run_1/met2.png
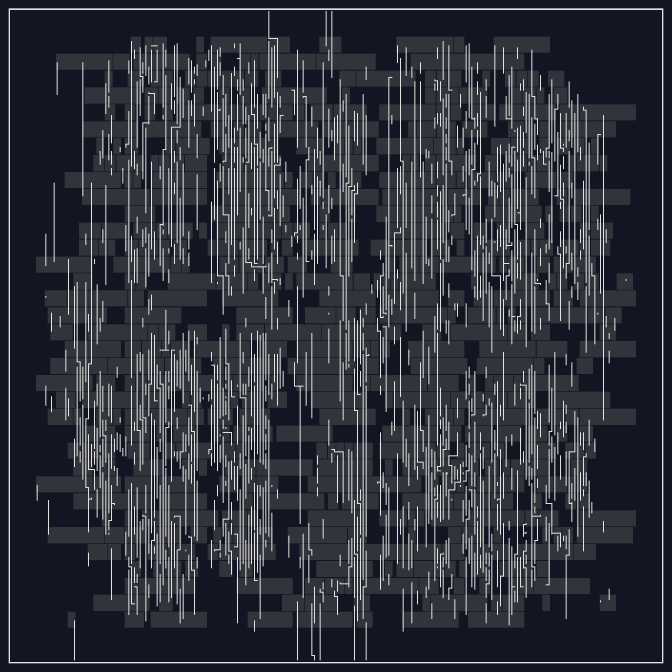
run_1/cell_classes.png
Bar = 20 um.
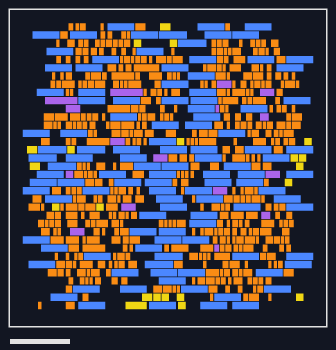
run_1/gate_families.png
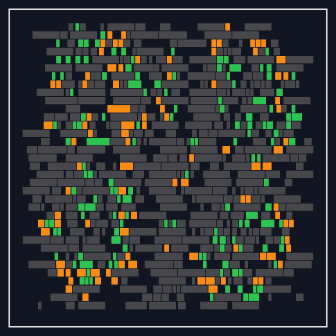
[src/rtl/key_scan_pkg.sv]
// Shared definitions for the key_scan front-end: filter state encoding, default timing
// constants and the lowest-set-bit helper used to form key_code.
package key_scan_pkg;

    typedef enum logic [1:0] {
        IDLE    = 2'd0,
        PRESS_F = 2'd1,
        PRESSED = 2'd2,
        REL_F   = 2'd3
    } key_st_t;

    // 20 ms debounce window and 1 s long-press threshold at 50 MHz
    localparam logic [19:0] CNT_MAX_DEF  = 20'd999_999;
    localparam logic [25:0] LONG_MAX_DEF = 26'd49_999_999;

    // Index of the lowest set bit; returns 0 for an all-zero vector
    function automatic logic [2:0] lowest_set(input logic [7:0] v);
        logic [2:0] idx;
        idx = 3'd0;
        for (int i = 7; i >= 0; i--) begin
            if (v[i]) idx = 3'(i);
        end
        return idx;
    endfunction

endpackage

[src/rtl/key_debounce.sv]
// Single-key debouncer: 2-FF synchronizer, press/release filter FSM and, when KEY_LONG_EN
// is defined, a long-press counter that pulses once per hold.
module key_debounce
    import key_scan_pkg::*;
#(
    parameter logic [19:0] CNT_MAX  = CNT_MAX_DEF,
    parameter logic [25:0] LONG_MAX = LONG_MAX_DEF
) (
    input  logic clk,
    input  logic rst_n,
    input  logic key_n,
    output logic held,
    output logic press,
`ifdef KEY_LONG_EN
    output logic long_hit,
`endif
    output logic rel
);

    localparam int CNT_W = $clog2(int'(CNT_MAX) + 1);
    localparam logic [CNT_W-1:0] CNT_LAST = CNT_W'(CNT_MAX - 20'd1);

    logic [1:0]       sync;
    logic             sync_n;
    key_st_t          state;
    logic [CNT_W-1:0] cnt;

    // Synchronizer resets to the released level so no spurious press follows reset
    always_ff @(posedge clk or negedge rst_n) begin
        if (!rst_n) begin
            sync <= 2'b11;
        end else begin
            sync <= {sync[0], key_n};
        end
    end

    assign sync_n = sync[1];

    always_ff @(posedge clk or negedge rst_n) begin
        if (!rst_n) begin
            state <= IDLE;
            cnt   <= '0;
            press <= 1'b0;
            rel   <= 1'b0;
        end else begin
            press <= 1'b0;
            rel   <= 1'b0;
            case (state)
                IDLE: begin
                    if (!sync_n) begin
                        state <= PRESS_F;
                        cnt   <= '0;
                    end
                end
                PRESS_F: begin
                    if (sync_n) begin
                        state <= IDLE;
                    end else if (cnt == CNT_LAST) begin
                        state <= PRESSED;
                        press <= 1'b1;
                    end else begin
                        cnt <= cnt + 1'b1;
                    end
                end
                PRESSED: begin
                    if (sync_n) begin
                        state <= REL_F;
                        cnt   <= '0;
                    end
                end
                REL_F: begin
                    // A low sample here is a release bounce: return silently
                    if (!sync_n) begin
                        state <= PRESSED;
                    end else if (cnt == CNT_LAST) begin
                        state <= IDLE;
                        rel   <= 1'b1;
                    end else begin
                        cnt <= cnt + 1'b1;
                    end
                end
                default: state <= IDLE;
            endcase
        end
    end

    assign held = (state == PRESSED) || (state == REL_F);

`ifdef KEY_LONG_EN
    localparam int LONG_W = $clog2(int'(LONG_MAX));
    localparam logic [LONG_W-1:0] LONG_LAST = LONG_W'(LONG_MAX - 26'd1);
    localparam logic [LONG_W-1:0] LONG_PRE  = LONG_W'(LONG_MAX - 26'd2);

    logic [LONG_W-1:0] long_cnt;

    // Pauses in REL_F so a release bounce keeps the accumulated hold time
    always_ff @(posedge clk or negedge rst_n) begin
        if (!rst_n) begin
            long_cnt <= '0;
            long_hit <= 1'b0;
        end else begin
            long_hit <= 1'b0;
            if (!held) begin
                long_cnt <= '0;
            end else if (state == PRESSED && long_cnt != LONG_LAST) begin
                long_cnt <= long_cnt + 1'b1;
                long_hit <= (long_cnt == LONG_PRE);
            end
        end
    end
`endif

endmodule

[src/rtl/key_scan.sv]
// Debounced multi-key front-end: per-key filters combined into press/release events,
// a pressed mask and the lowest pressed index. Define KEY_LONG_EN for long-press pulses.
module key_scan
    import key_scan_pkg::*;
#(
    parameter int          KEY_W    = 4,
    parameter logic [19:0] CNT_MAX  = CNT_MAX_DEF,
    parameter logic [25:0] LONG_MAX = LONG_MAX_DEF
) (
    input  logic                                        sys_clk,
    input  logic                                        sys_rst_n,
    input  logic [KEY_W-1:0]                            key_in,
    output logic                                        key_flag,
    output logic [KEY_W-1:0]                            key_value,
    output logic [(KEY_W > 1 ? $clog2(KEY_W) : 1)-1:0]  key_code,
    output logic                                        key_rel,
    output logic [KEY_W-1:0]                            key_state,
    output logic                                        key_long
);

    localparam int CODE_W = (KEY_W > 1) ? $clog2(KEY_W) : 1;

    logic [KEY_W-1:0] held;
    logic [KEY_W-1:0] press;
    logic [KEY_W-1:0] rel;
    logic [7:0]       press_pad;

`ifdef KEY_LONG_EN
    logic [KEY_W-1:0] long_hit;
`endif

    generate
        for (genvar gi = 0; gi < KEY_W; gi++) begin : g_key
            key_debounce #(
                .CNT_MAX  (CNT_MAX),
                .LONG_MAX (LONG_MAX)
            ) u_debounce (
                .clk      (sys_clk),
                .rst_n    (sys_rst_n),
                .key_n    (key_in[gi]),
                .held     (held[gi]),
                .press    (press[gi]),
`ifdef KEY_LONG_EN
                .long_hit (long_hit[gi]),
`endif
                .rel      (rel[gi])
            );
        end
    endgenerate

    assign press_pad = 8'(press);
    assign key_state = held;

    // key_value/key_code are only refreshed on a press so they hold between events
    always_ff @(posedge sys_clk or negedge sys_rst_n) begin
        if (!sys_rst_n) begin
            key_flag  <= 1'b0;
            key_value <= '0;
            key_code  <= '0;
            key_rel   <= 1'b0;
        end else begin
            key_flag <= |press;
            key_rel  <= |rel;
            if (|press) begin
                key_value <= press;
                key_code  <= CODE_W'(lowest_set(press_pad));
            end
        end
    end

`ifdef KEY_LONG_EN
    always_ff @(posedge sys_clk or negedge sys_rst_n) begin
        if (!sys_rst_n) begin
            key_long <= 1'b0;
        end else begin
            key_long <= |long_hit;
        end
    end
`else
    assign key_long = 1'b0;
`endif

endmodule

[config.mk]
export PLATFORM = sky130hd
export DESIGN_NAME = key_scan
export DESIGN_NICKNAME = d
export VERILOG_FILES = /design/src/rtl/key_scan_pkg.sv /design/src/rtl/key_debounce.sv /design/src/rtl/key_scan.sv
export SDC_FILE = /design/constraint.sdc
export NUM_CORES = 1
export LEC_CHECK = 0
export CAP_MARGIN = 20
export CORE_MARGIN = 4
export CORE_UTILIZATION = 64
export CTS_CLUSTER_DIAMETER = 50
export CTS_CLUSTER_SIZE = 28
export DETAILED_ROUTE_END_ITERATION = 8
export GPL_ROUTABILITY_DRIVEN = 0
export MAX_ROUTING_LAYER = met4
export PLACE_DENSITY = 0.83
export SYNTH_ARGS = -nofsm -noshare
export SYNTH_HDL_FRONTEND = slang
export SYNTH_HIERARCHICAL = 1
export SYNTH_SLANG_ARGS = --single-unit
[constraint.sdc]
create_clock -name sys_clk -period 3.1 [get_ports sys_clk]
set_clock_uncertainty 0.15 [all_clocks]
set_input_delay 0.775 -clock sys_clk [delete_from_list [all_inputs] [get_ports sys_clk]]
set_output_delay 0.775 -clock sys_clk [all_outputs]
set_load 0.1 [all_outputs]
==> reports/metrics.yaml, run 1 <==
cts.root.buffer_cell: "sky130_fd_sc_hd__clkbuf_8"
cp_slowest_cell: "sky130_fd_sc_hd__a21oi_1"
drt_first_iter_violations: 275
worstSetupEndpointType: "flip-flop"
syn_avg_cell_area_um2: 9.813
drt_wl_total_um: 11850
final-setup-viol-count: 0
design_power_total_mw: 2.745
remaining_drc_errors: 0
crit_path_cell_trace: "xnor2_1 > nand2_1 > a21oi_1 > buf_4 > or2b_2 > a31oi_1"
crit_type: "reg2reg"
grt_setup_unrepaired: "false"
p_leak_nw: 2.756
final-max-slew-violation-count: 0
critical_path.max_stage_delay_ns: 0.59
area_dominant_class: "combinational gates"
final_global_route_overflow_total: 0
clock_latency_ns: 0.37
fp.dieH_um: 104.9
post-route-worst-setup-slack_ns: 0.6342
synth.yosys.seq_area_share: 0.4683
seqCellArea_um2: 2813
drt_pass1_iterations: 4
edf_count: 0
detail_route.wl_per_cell_um: 16.04
final_core_util: 0.6925
setup.worst_path.end: "g_key[3].u_debounce/cnt[2]$_DFFE_PN0P_"
met1_layer_wirelength_in_the_final_routing_um: 5299
clock_buffers: 10
worst_ir_drop_vdd_v: 0.0005145
num-fill-cells: 680
synth_flops: 112
floorplan.tapcells: 111
hold-path-endpoint: "g_key[1].u_debounce/sync[1]$_DFF_PN1_"
cp_num_cells: 6
placement.setup.worst_slack_ns: 0.6756
global_route.peak_usage_layer: "met2"
die_area_um2: 11000
numCtsBuffers: 9
grtUsageTotal: 0.2356
synth_largest_type_area_fraction: 0.4333
floorplan.io_pins: 19
htree_levels: 3
synthTopCellsByCount: "sky130_fd_sc_hd__dfrtp_1 (104), sky130_fd_sc_hd__nand2_1 (71), sky130_fd_sc_hd__nor2_1 (48)"
setup_tns_ns: 0
slew_headroom: 0.4090
startpoint_type: "flip-flop"
cts_hold_buffers: 0
area.growth.synth_to_final_pct: 6.042
number_of_buffers_inserted_to_repair_setup_after_cts: 0
worstPathBufferInverterCount: 1
layout_min_cycle_time_ns: 2.466
synthDominantAreaCellType: "sky130_fd_sc_hd__dfrtp_1"
signal_buffer_area_fraction: 0.02829
timing.reg2reg.worst_path_depth: 6
min-delay-path-class: "reg2reg"
yosys_area_um2: 6006
layout.non_clock_inverters: 28
tightest_slew_ns: 0.8836
antenna_left: 0
first_pass_grt_wire_length_um: 20780
fp_util: 0.6531
path_delay_family: "AND-OR/OR-AND gates"
routed-wl-met3_um: 478
dr_total_vias: 4598
crit_fanout: 11
hp-start: "g_key[1].u_debounce/sync[0]$_DFF_PN1_"
r2r-end: "g_key[3].u_debounce/cnt[2]$_DFFE_PN0P_"
n_sequential_cell: 112
place.detailed.hpwl_um: 8235
clock_sink_count: 112
r2r_slack_ns: 0.63
post_route_cells_drive_above_1_share: 0.1640
whs_ns: 0.2094
synth_nets: 626
warning_count: 30
die_w_um: 104.9
min_delay_path_depth: 0
grt_pass1_vias: 4482
yosys-top-cells-area: "sky130_fd_sc_hd__dfrtp_1 (43%), sky130_fd_sc_hd__nand2_1 (4.4%), sky130_fd_sc_hd__nand3_1 (3.7%)"
synthArstFlopShare: 1.000
tritoncts: "done"
grt_antenna_before_repair: 0
timing.critical_path.required_ns: 3.25
detail_route.vias_per_cell: 6.222
power_per_cell_area_nw_per_um2: 431.1
synth.most_common_cell: "sky130_fd_sc_hd__dfrtp_1"
cap_viol_max_count: 0
finalHoldViolCount: 0
num-multi-input-gates: 451
synthesis.yosys.warnings: 6
cts.path.max_buffers: 2
run_status: "finished, final reports clean"
port_buffers: 17
fin_nets: 637
area.combinational_um2: 2914
ys_types: 74
grt_use_met3: 0.04818
pin_count_of_the_biggest_net_entering_global_routing: 53
dpl_cell_area_um2: 6151
fin_crit_sh: 0.7954
n_antenna_cell: 0
grtUsageMet1: 0.3017
post-route-cell-area_um2: 6369
groute.layer.met2.usage: 0.3868
design.core.area_um2: 9196
dominantRegCellSynth: "sky130_fd_sc_hd__dfrtp_1"
max_clock_freq_mhz: 405.6
met2_wirelength_um: 5979
postCtsResizedCells: 0
highest_layer: "met4"
ys_cells: 612
syn-instance-count: 612
place.detailed.instances: 723
synth.cell_area_um2: 6006
cp_arrival_ns: 2.61
area_share_clock_buf_inv: 0.03418
n_all_buffers: 21
worst_setup_hold_path_clk_slew_ns: 0.11
Back to the opening pictures, met2.png:
share of all routed wire: 50%
wire length on this layer: 5980 um

Back to the opening pictures, cell_classes.png:
| colour | class | cells |
|---|---|---|
| orange | all other logic | 479 |
| purple | clock drivers and dummy loads | 16 |
| blue | flip-flops | 112 |
| yellow | other buffers and delay cells | 21 |
number of standard-cell rows in the floorplan: 35
share of cell area taken by flip-flops and latches: 0.4417

Back to the opening pictures, gate_families.png:
| colour | family | cells | most used | where |
|---|---|---|---|---|
| green | NAND gates | 140 | nand2_1 | widely spread |
| orange | inverting AOI/OAI gates | 98 | a21oi_1 | widely spread |
combinational fraction of the cell area: 0.4576
top logic cell by instance count in the layout: sky130_fd_sc_hd__dfrtp_1
count of placed standard cells in the final layout, fillers left out: 739

==> run 1: power by group <==
part           internal [mW]  leakage (nW)  switching (mW)  total (mW)
Sequential              1.51          1.52          0.0791        1.59
Clock                  0.461         0.107           0.506       0.967
Combinational         0.0637          1.13           0.125       0.189
Total                   2.04          2.76           0.710        2.75
==> run 1: sequential cells by signal (all words and copies together) (netlist names), 2 cells and up, named ones only <==
name                    count
key_code                    2
g_key.u_debounce/state      4
g_key.u_debounce/cnt       80
key_value                   4
g_key.u_debounce/sync       8
g_key.u_debounce/press      4
g_key.u_debounce/rel        4
==> run 1: layout by cell type, fill, tap and decap left out, types with 16 or more instances in the layout <==
| cell | n |
|---|---|
| sky130_fd_sc_hd__dfrtp_1 | 104 |
| sky130_fd_sc_hd__nand2_1 | 71 |
| sky130_fd_sc_hd__nor2_1 | 48 |
| sky130_fd_sc_hd__nand3_1 | 44 |
| sky130_fd_sc_hd__a21oi_1 | 25 |
| sky130_fd_sc_hd__inv_1 | 23 |
| sky130_fd_sc_hd__o21ai_1 | 23 |
| sky130_fd_sc_hd__nor3_1 | 16 |
| sky130_fd_sc_hd__xnor2_1 | 16 |
| sky130_fd_sc_hd__buf_4 | 16 |
==> run 1: kinds of logic (layout without fill, tap and decap cells) <==
| logic type | Yosys count | count (layout) | share of synthesized area |
|---|---|---|---|
| simple gates | 285 | 285 | 0.2735 |
| compound gates | 117 | 117 | 0.1290 |
| flops | 112 | 112 | 0.4683 |
| buf+inv | 49 | 65 | 0.04646 |
| xor+xnor | 22 | 22 | 0.03458 |
| mux | 18 | 18 | 0.03083 |
| fa+ha+maj | 8 | 8 | 0.01667 |
| other cells | 1 | 1 | 0.0006244 |
run_1/final_placement.png
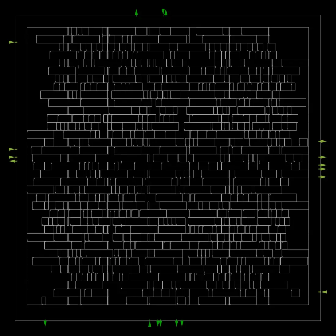

--- run 2 (diff from run 1) ---
Settings changed: CORE_UTILIZATION 64 to 62, PLACE_DENSITY 0.83 to 0.8.
Clock period 3.1 ns to 2.3 ns, I/O delays scaled along.
run_2/final_placement.png
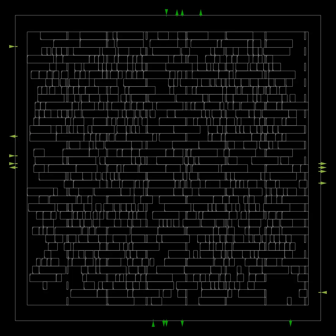
core region area: 9328 um2
share of cell area taken by flip-flops and latches: 0.4266

run_2/met2.png
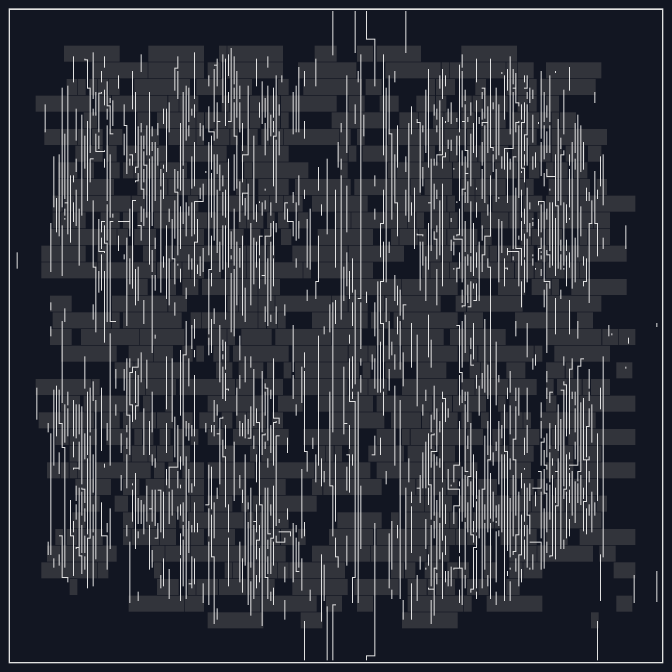
wire length on this layer: 5920 um
main direction: vertical
longest straight run: 39.8 um
share of all routed wire: 50%

run_2/cell_classes.png
Bar = 20 um.
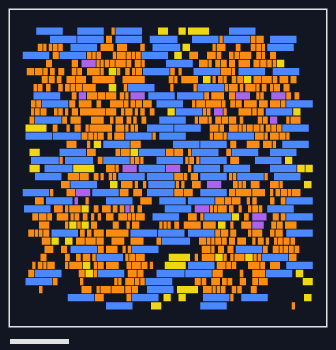
| colour | class | cells |
|---|---|---|
| yellow | other buffers and delay cells | 43 |
| blue | flip-flops | 112 |
| purple | clock drivers and dummy loads | 16 |
| orange | all other logic | 479 |

==> run 2 against run 1 <==
  * Worst hold slack improved by 0.0042 ns
  * Via count increased by 3.0%
  * Critical path type unchanged
  * Die size increased by 3.0%
  * Routed wire length increased by 0.82%
  * Design area increased by 3.5%
  * Flip-flop count unchanged
  * Final cell count increased by 5.4%
  * Non-clock buffer count increased by 22
  * Largest power group unchanged
==> reports/metrics.yaml, run 2 <==
run_status: "finished, final reports clean"
layout.cells.most_common_list: "sky130_fd_sc_hd__dfrtp_1 (104), sky130_fd_sc_hd__nand2_1 (71), sky130_fd_sc_hd__nor2_1 (48)"
post-route-cell-area_um2: 6593  # +3.5%
fin_crit_sh: 0.9534  # +0.1580
antenna_left: 0  # unchanged
area.growth.synth_to_final_pct: 9.771
p_leak_nw: 2.858  # +3.7%
clock_latency_ns: 0.37  # about the same
floorplan.io_pins: 19  # unchanged
fin_nets: 659  # +3.5%
final_global_route_overflow_total: 0  # unchanged
worstPathBufferInverterCount: 1  # unchanged
numCtsBuffers: 9  # unchanged
hp-start: "g_key[0].u_debounce/sync[0]$_DFF_PN1_"
place.detailed.instances: 762  # +5.4%
timing.critical_path.required_ns: 2.43  # -0.82 ns
max_clock_freq_mhz: 456.0  # +12%
synthesis.yosys.warnings: 6  # unchanged
synthDominantAreaCellType: "sky130_fd_sc_hd__dfrtp_1"
dr_total_vias: 4738  # +3.0%
place.detailed.hpwl_um: 8514  # +3.4%
drt_wl_total_um: 11950  # +0.82%
cpMostUsedCell: "sky130_fd_sc_hd__a21o_1"
final-max-slew-violation-count: 0  # unchanged
r2r-end: "g_key[0].u_debounce/cnt[17]$_DFFE_PN0P_"
highest_layer: "met4"
startpoint_type: "flip-flop"
synth.yosys.seq_area_share: 0.4683  # unchanged
yosys-top-cells-area: "sky130_fd_sc_hd__dfrtp_1 (43%), sky130_fd_sc_hd__nand2_1 (4.4%), sky130_fd_sc_hd__nand3_1 (3.7%)"
largest_register_ffs: 80  # unchanged
syn-instance-count: 612  # unchanged
power.net_switching_uw: 967.9  # +36%
slew_headroom: 0.6660  # +0.2570
post_route_cells_drive_above_1_share: 0.1938  # +0.02983
critical_path.max_stage_delay_ns: 0.45  # -0.14 ns
die_w_um: 106.4  # +1.5%
reg_top3: "g_key.u_debounce/cnt (80), g_key.u_debounce/sync (8)"
grt_antenna_before_repair: 0  # unchanged
count_of_placed_standard_cells_in_the_final_layout_fillers_left_out: 779  # +5.4%
ys_types: 74  # unchanged
cp_num_cells: 7  # +1
hold-path-endpoint: "g_key[0].u_debounce/sync[1]$_DFF_PN1_"
tritoncts: "done"
detail_route.wl_per_cell_um: 15.34  # -4.4%
grtUsageTotal: 0.2307  # -0.004836
edf_count: 0  # unchanged
ys_cells: 612  # unchanged
die_area_um2: 11330  # +3.0%
cp_arrival_ns: 2.32  # -0.29 ns
cp_slowest_cell: "sky130_fd_sc_hd__dfrtp_1"
final-setup-viol-count: 0  # unchanged
min-delay-path-class: "reg2reg"
synth_nets: 626  # unchanged
regMostFlops: "g_key.u_debounce/cnt"
synth.cell_area_um2: 6006  # unchanged
dominantRegCellSynth: "sky130_fd_sc_hd__dfrtp_1"
finalHoldViolCount: 0  # unchanged
drt_first_iter_violations: 313  # +14%
met1_layer_wirelength_in_the_final_routing_um: 5367  # +1.3%
synth_largest_type_area_fraction: 0.4333  # unchanged
pin_count_of_the_biggest_net_entering_global_routing: 34  # -36%
clock_sink_count: 112  # unchanged
met2_wirelength_um: 5917  # -1.0%
seq_power_share: 0.603  # +0.024
swShare: 0.2727  # +0.01416
syn_avg_cell_area_um2: 9.813  # unchanged
crit_fanout: 14  # +3
crit_path_cell_trace: "inv_1 > ha_1 > and4b_1 > nand4_2 > o211a_1 > a21o_1 > a21o_1"
crit_type: "reg2reg"
htree_levels: 3  # unchanged
warning_count: 30  # unchanged
final_common_cell: "sky130_fd_sc_hd__dfrtp_1"
rows: 35  # unchanged
r2r_slack_ns: 0.11  # -0.53 ns
routed-wl-met3_um: 546  # +14%
setup.worst_path.end: "g_key[0].u_debounce/cnt[17]$_DFFE_PN0P_"
cap_viol_max_count: 0  # unchanged
power.share.clock: 0.316  # -0.036
detail_route.vias_per_cell: 6.082  # -2.2%
synth_flops: 112  # unchanged
port_buffers: 17  # unchanged
path_delay_family: "AND-OR/OR-AND gates"
first_pass_grt_wire_length_um: 21000  # +1.1%
grt_pass1_vias: 4478  # -0.089%
tightest_slew_ns: 0.4973  # -0.3863 ns
cts.path.max_buffers: 2  # unchanged
min_delay_path_depth: 0  # unchanged
synth.most_common_cell: "sky130_fd_sc_hd__dfrtp_1"
comb_power_share: 0.081  # +0.012
remaining_drc_errors: 0  # unchanged
cts.root.buffer_cell: "sky130_fd_sc_hd__clkbuf_8"
synthTopCellsByCount: "sky130_fd_sc_hd__dfrtp_1 (104), sky130_fd_sc_hd__nand2_1 (71), sky130_fd_sc_hd__nor2_1 (48)"
worst_ir_drop_vdd_v: 0.0003770  # -27%
yosys_area_um2: 6006  # unchanged
layout_min_cycle_time_ns: 2.193  # -0.2729 ns
fp_util: 0.6439  # -0.009198
dpl_cell_area_um2: 6394  # +3.9%
fp.dieH_um: 106.4  # +1.5%
n_antenna_cell: 0  # unchanged
timing.reg2reg.worst_path_depth: 7  # +1
worstSetupEndpointType: "flip-flop"
cell_internal_pwr_mw: 2.581  # +27%
worst_setup_hold_path_clk_slew_ns: 0.11  # about the same
power_per_cell_area_nw_per_um2: 538.3  # +25%
drt_pass1_iterations: 5  # +1
synthArstFlopShare: 1.000  # unchanged
-- run 2: timing repair --
action                                  CTS  global route
endpoints found under the hold margin     2             0
endpoints found under the setup margin    0             5
setup buffers                             0             0
resized                                   0             2
hold buffers                              1             0
-- run 2: through the flow --
step           setup slack (ns)  power [mW]  hold slack (ns)  setup TNS, ns    util
2_1_floorplan            0.2698       2.345           0.1294              0       -
3_3_place_gp             0.2185       2.445           0.1955              0  0.6854
3_5_place_dp             0.1517       2.464           0.1975              0  0.6854
4_1_cts                  0.1335       3.574           0.2144              0  0.7060
5_1_grt               -0.002583       3.701           0.2200      -0.004987  0.7068
6_report                 0.1072       3.549           0.2137              0  0.7068
-- run 2: layout make-up --
class / instances / area [um2]
timing repair buffer: 43 / 410.4
clock inverter: 5 / 40.04
sequential: 112 / 2813
fill: 707 / 2735
clock buffer: 11 / 141.4
multi-input combinational: 451 / 2922
tap: 129 / 161.4
inverter: 28 / 105.1
-- run 2: cell families after synthesis --
family / after synthesis / synth area share
simple gates: 285 / 0.2735
buf+inv: 49 / 0.04646
mux: 18 / 0.03083
compound gates: 117 / 0.1290
flops: 112 / 0.4683
xor+xnor: 22 / 0.03458
other cells: 1 / 0.0006244
fa+ha+maj: 8 / 0.01667
-- run 2: power groups by stage --
stage / clock [mW] / combinational [mW] / sequential, mW
finish: 1.12 / 0.288 / 2.14
detailed placement: 0 / 0.289 / 2.17
global placement: 0 / 0.277 / 2.17
global route: 1.22 / 0.324 / 2.16
CTS: 1.15 / 0.291 / 2.14
floorplan: 0 / 0.193 / 2.15
-- run 2: layer usage --
metal / vias to the layer above / track usage
met5: - / -
met4: 0 / 0.06758
met3: 10 / 0.04068
met2: 121 / 0.3756
met1: 2332 / 0.2997
li1: 2275 / -
run_2/gate_families.png
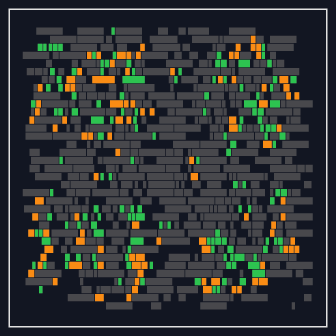

--- run 3 (diff from run 2) ---
--- a/constraint.sdc
+++ b/constraint.sdc
@@ -4,2 +4,2 @@
 set_output_delay 0.575 -clock sys_clk [all_outputs]
-set_load 0.1 [all_outputs]
+set_load 0.01 [all_outputs]
run_3/gate_families.png
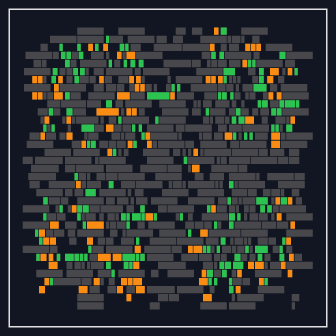
| colour | family | cells | most used | where |
|---|---|---|---|---|
| orange | inverting AOI/OAI gates | 98 | a21oi_1 | widely spread |
| green | NAND gates | 140 | nand2_1 | widely spread |
count of placed standard cells in the final layout, fillers left out: 777
combinational fraction of the cell area: 0.4467

run_3/met2.png
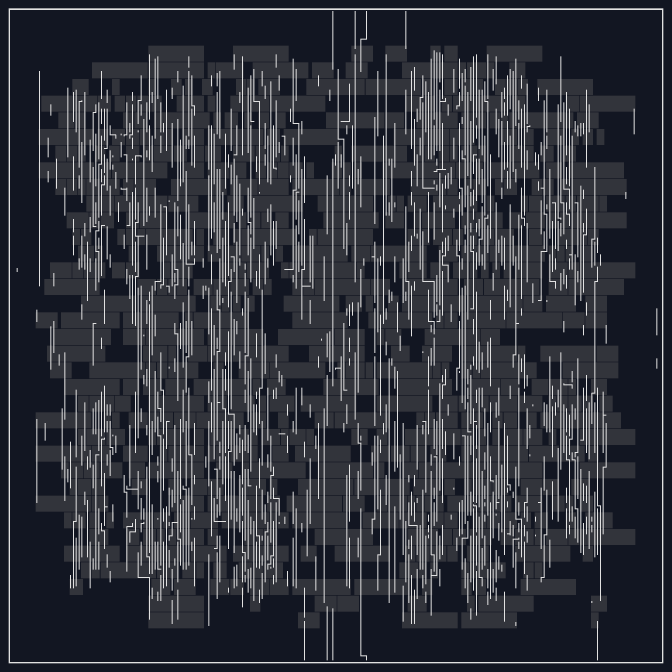
wire length on this layer: 6090 um
main direction: vertical
total via count in the routed design: 4656
Detailed Route WL: 12140 um
met2 usage: 0.3928

run_3/cell_classes.png
Bar = 20 um.
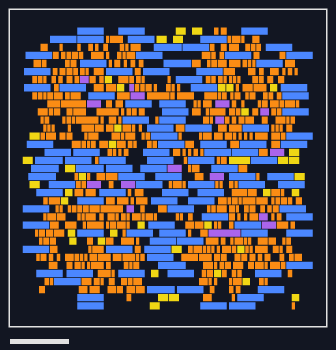
| colour | class | cells |
|---|---|---|
| yellow | other buffers and delay cells | 41 |
| orange | all other logic | 479 |
| purple | clock drivers and dummy loads | 16 |
| blue | flip-flops | 112 |

==> run 3 against run 2 <==
  * Worst setup slack worse by 0.0098 ns
  * Synthesized cell count unchanged
  * Sequential share of layout area up 0.081 points
  * Die size unchanged
  * Register-to-register slack about the same
  * Critical endpoint is now key_state[0]
  * Highest routed layer unchanged
==> reports/metrics.yaml, run 3 <==
remaining_drc_errors: 0  # unchanged
n_antenna_cell: 0  # unchanged
die_w_um: 106.4  # unchanged
largest_register_ffs: 80  # unchanged
design_power_total_mw: 3.613  # +1.8%
num-fill-cells: 682  # -3.5%
cts.path.max_buffers: 2  # unchanged
critical_path.max_stage_delay_ns: 0.60  # +0.15 ns
htree_levels: 3  # unchanged
worstSetupEndpointType: "primary output"
final_global_route_overflow_total: 0  # unchanged
place.detailed.instances: 761  # -0.13%
fp.dieH_um: 106.4  # unchanged
rows: 35  # unchanged
warning_count: 30  # unchanged
crit_type: "reg2out"
synthTopCellsByCount: "sky130_fd_sc_hd__dfrtp_1 (104), sky130_fd_sc_hd__nand2_1 (71), sky130_fd_sc_hd__nor2_1 (48)"
startpoint_type: "flip-flop"
tritoncts: "done"
synth_largest_type_area_fraction: 0.4333  # unchanged
adder_share: 0.01667  # unchanged
edf_count: 0  # unchanged
cts.root.buffer_cell: "sky130_fd_sc_hd__clkbuf_8"
whs_ns: 0.002893  # -0.2108 ns
finalHoldViolCount: 0  # unchanged
dpl_cell_area_um2: 6354  # -0.63%
critical_path.reg2reg.startpoint: "g_key[2].u_debounce/cnt[0]$_DFFE_PN0P_"
min-delay-path-class: "in2async"
synthesis.yosys.warnings: 6  # unchanged
syn_avg_cell_area_um2: 9.813  # unchanged
synth.yosys.seq_area_share: 0.4683  # unchanged
pin_count_of_the_biggest_net_entering_global_routing: 43  # +26%
place.detailed.hpwl_um: 8590  # +0.90%
p_leak_nw: 2.816  # -1.5%
first_pass_grt_wire_length_um: 21200  # +0.95%
detail_route.vias_per_cell: 5.992  # -1.5%
die_area_um2: 11330  # unchanged
design.core.area_um2: 9328  # unchanged
routed-wl-met3_um: 360  # -34%
setup.worst_path.end: "key_state[0]"
post-route-worst-setup-slack_ns: 0.09737  # -0.009799 ns
grt_setup_unrepaired: "false"
drt_first_iter_violations: 252  # -19%
path_delay_family: "buffers and inverters"
final-max-slew-violation-count: 0  # unchanged
crit_path_cell_trace: "clkdlybuf4s50_1"
dominantRegCellSynth: "sky130_fd_sc_hd__dfrtp_1"
met2_wirelength_um: 6088  # +2.9%
synth.most_common_cell: "sky130_fd_sc_hd__dfrtp_1"
ys_cells: 612  # unchanged
worst_setup_hold_path_clk_slew_ns: 0.11  # about the same
grt_pass1_vias: 4608  # +2.9%
fp_util: 0.6439  # unchanged
worstPathBufferInverterCount: 1  # unchanged
post-route-cell-area_um2: 6580  # -0.19%
crit_fanout: 6  # -8
numCtsBuffers: 9  # unchanged
clock_sink_count: 112  # unchanged
cts_hold_buffers: 0  # -1
clock_latency_ns: 0.37  # about the same
fin_crit_sh: 0.9577  # +0.004261
layout_min_cycle_time_ns: 2.203  # +0.009799 ns
r2r-end: "g_key[2].u_debounce/cnt[5]$_DFFE_PN0P_"
worst_ir_drop_vdd_v: 0.0004303  # +14%
grtUsageTotal: 0.2340  # +0.003211
floorplan.io_pins: 19  # unchanged
ys_types: 74  # unchanged
global_route.peak_usage_layer: "met2"
regMostFlops: "g_key.u_debounce/cnt"
cp_arrival_ns: 1.48  # -0.84 ns
grt_use_met3: 0.03764  # -0.003036
grt_antenna_before_repair: 0  # unchanged
timing.reg2reg.worst_path_depth: 7  # unchanged
cp_num_cells: 1  # -6
synth_nets: 626  # unchanged
fin_nets: 657  # -0.30%
slew_headroom: 0.6704  # +0.004378
cap_viol_max_count: 0  # unchanged
grtUsageMet1: 0.2978  # -0.001880
r2r_slack_ns: 0.11  # about the same
reg_top3: "g_key.u_debounce/cnt (80), g_key.u_debounce/sync (8)"
port_buffers: 17  # unchanged
post_route_cells_drive_above_1_share: 0.1821  # -0.01175
area.growth.synth_to_final_pct: 9.562
compound_area_frac: 0.1290  # unchanged
timing.critical_path.required_ns: 1.57  # -0.86 ns
synthDominantAreaCellType: "sky130_fd_sc_hd__dfrtp_1"
max_clock_freq_mhz: 454.0  # -0.44%
highest_layer: "met4"
syn-instance-count: 612  # unchanged
placement.setup.worst_slack_ns: -0.04407  # -0.1957 ns
final_common_cell: "sky130_fd_sc_hd__dfrtp_1"
setup_tns_ns: 0  # unchanged
drt_pass1_iterations: 4  # -1
run_status: "finished, final reports clean"
layout.cells.most_common_list: "sky130_fd_sc_hd__dfrtp_1 (104), sky130_fd_sc_hd__nand2_1 (71), sky130_fd_sc_hd__nor2_1 (48)"
yosys-top-cells-area: "sky130_fd_sc_hd__dfrtp_1 (43%), sky130_fd_sc_hd__nand2_1 (4.4%), sky130_fd_sc_hd__nand3_1 (3.7%)"
yosys_area_um2: 6006  # unchanged
ys_top_logic_family: "simple AND/OR/NAND/NOR gates"
final-setup-viol-count: 0  # unchanged
tightest_slew_ns: 0.4908  # -0.006519 ns
detail_route.wl_per_cell_um: 15.62  # +1.8%
yosys-mux-area-fraction: 0.03083  # unchanged
synth_flops: 112  # unchanged
antenna_left: 0  # unchanged
met1_layer_wirelength_in_the_final_routing_um: 5525  # +2.9%
area_fraction_in_and_or_nand_and_nor_cells: 0.2735  # unchanged
synth_xor_xnor_area_share: 0.03458  # unchanged
synth.cell_area_um2: 6006  # unchanged
power_per_cell_area_nw_per_um2: 549.1  # +2.0%
cp_slowest_cell: "sky130_fd_sc_hd__clkdlybuf4s50_1"
final_core_util: 0.7054  # -0.001341
synthArstFlopShare: 1.000  # unchanged
==> run 3: netlist changes by cell type in the layout (fill, tap and decap cells not counted), moves of 2 or more <==
cell,previous run,this run
sky130_fd_sc_hd__clkdlybuf4s50_1,4,16
sky130_fd_sc_hd__buf_4,32,24
sky130_fd_sc_hd__buf_12,6,1
sky130_fd_sc_hd__inv_6,1,3
==> run 3: cell type report <==
type	instances	area, um2	area share
Clock buffer	9	123.9	0.01882
Sequential cell	112	2813	0.4275
Inverter	28	105.1	0.01597
Multi-Input combinational cell	451	2939	0.4467
Timing Repair Buffer	41	360.3	0.05476
Tap cell	129	161.4	0.02453
Clock inverter	7	77.57	0.01179
==> run 3: power breakdown <==
group	internal, mW	total (mW)	switching, mW
Combinational	0.104	0.274	0.170
Sequential	2.04	2.14	0.105
Clock	0.516	1.20	0.682
==> run 3: repair_timing <==
| action | in CTS | in global routing |
|---|---|---|
| gates resized | 1 | 6 |
| cloned | 0 | 0 |
| setup buffers | 0 | 0 |
| endpoints found under the setup margin | 1 | 13 |
==> run 3: worst min path at each step <==
stage / startpoint / end / slack [ns] / cells after the start
after floorplan: sys_rst_n / async pin / 0.13 / 0
after global placement: g_key[3].u_debounce/sync[0]$_DFF_PN1_ / g_key[3].u_debounce/sync[1]$_DFF_PN1_ / 0.20 / 0
after detailed placement: g_key[3].u_debounce/sync[0]$_DFF_PN1_ / g_key[3].u_debounce/sync[1]$_DFF_PN1_ / 0.20 / 0
after CTS: sys_rst_n / g_key[2].u_debounce/cnt[2]$_DFFE_PN0P_ / 0.009 / 1
after global routing: sys_rst_n / g_key[2].u_debounce/cnt[15]$_DFFE_PN0P_ / 0.02 / 1
final: sys_rst_n / g_key[2].u_debounce/cnt[2]$_DFFE_PN0P_ / 0.003 / 1
Power is estimated from default activity; no workload was simulated.
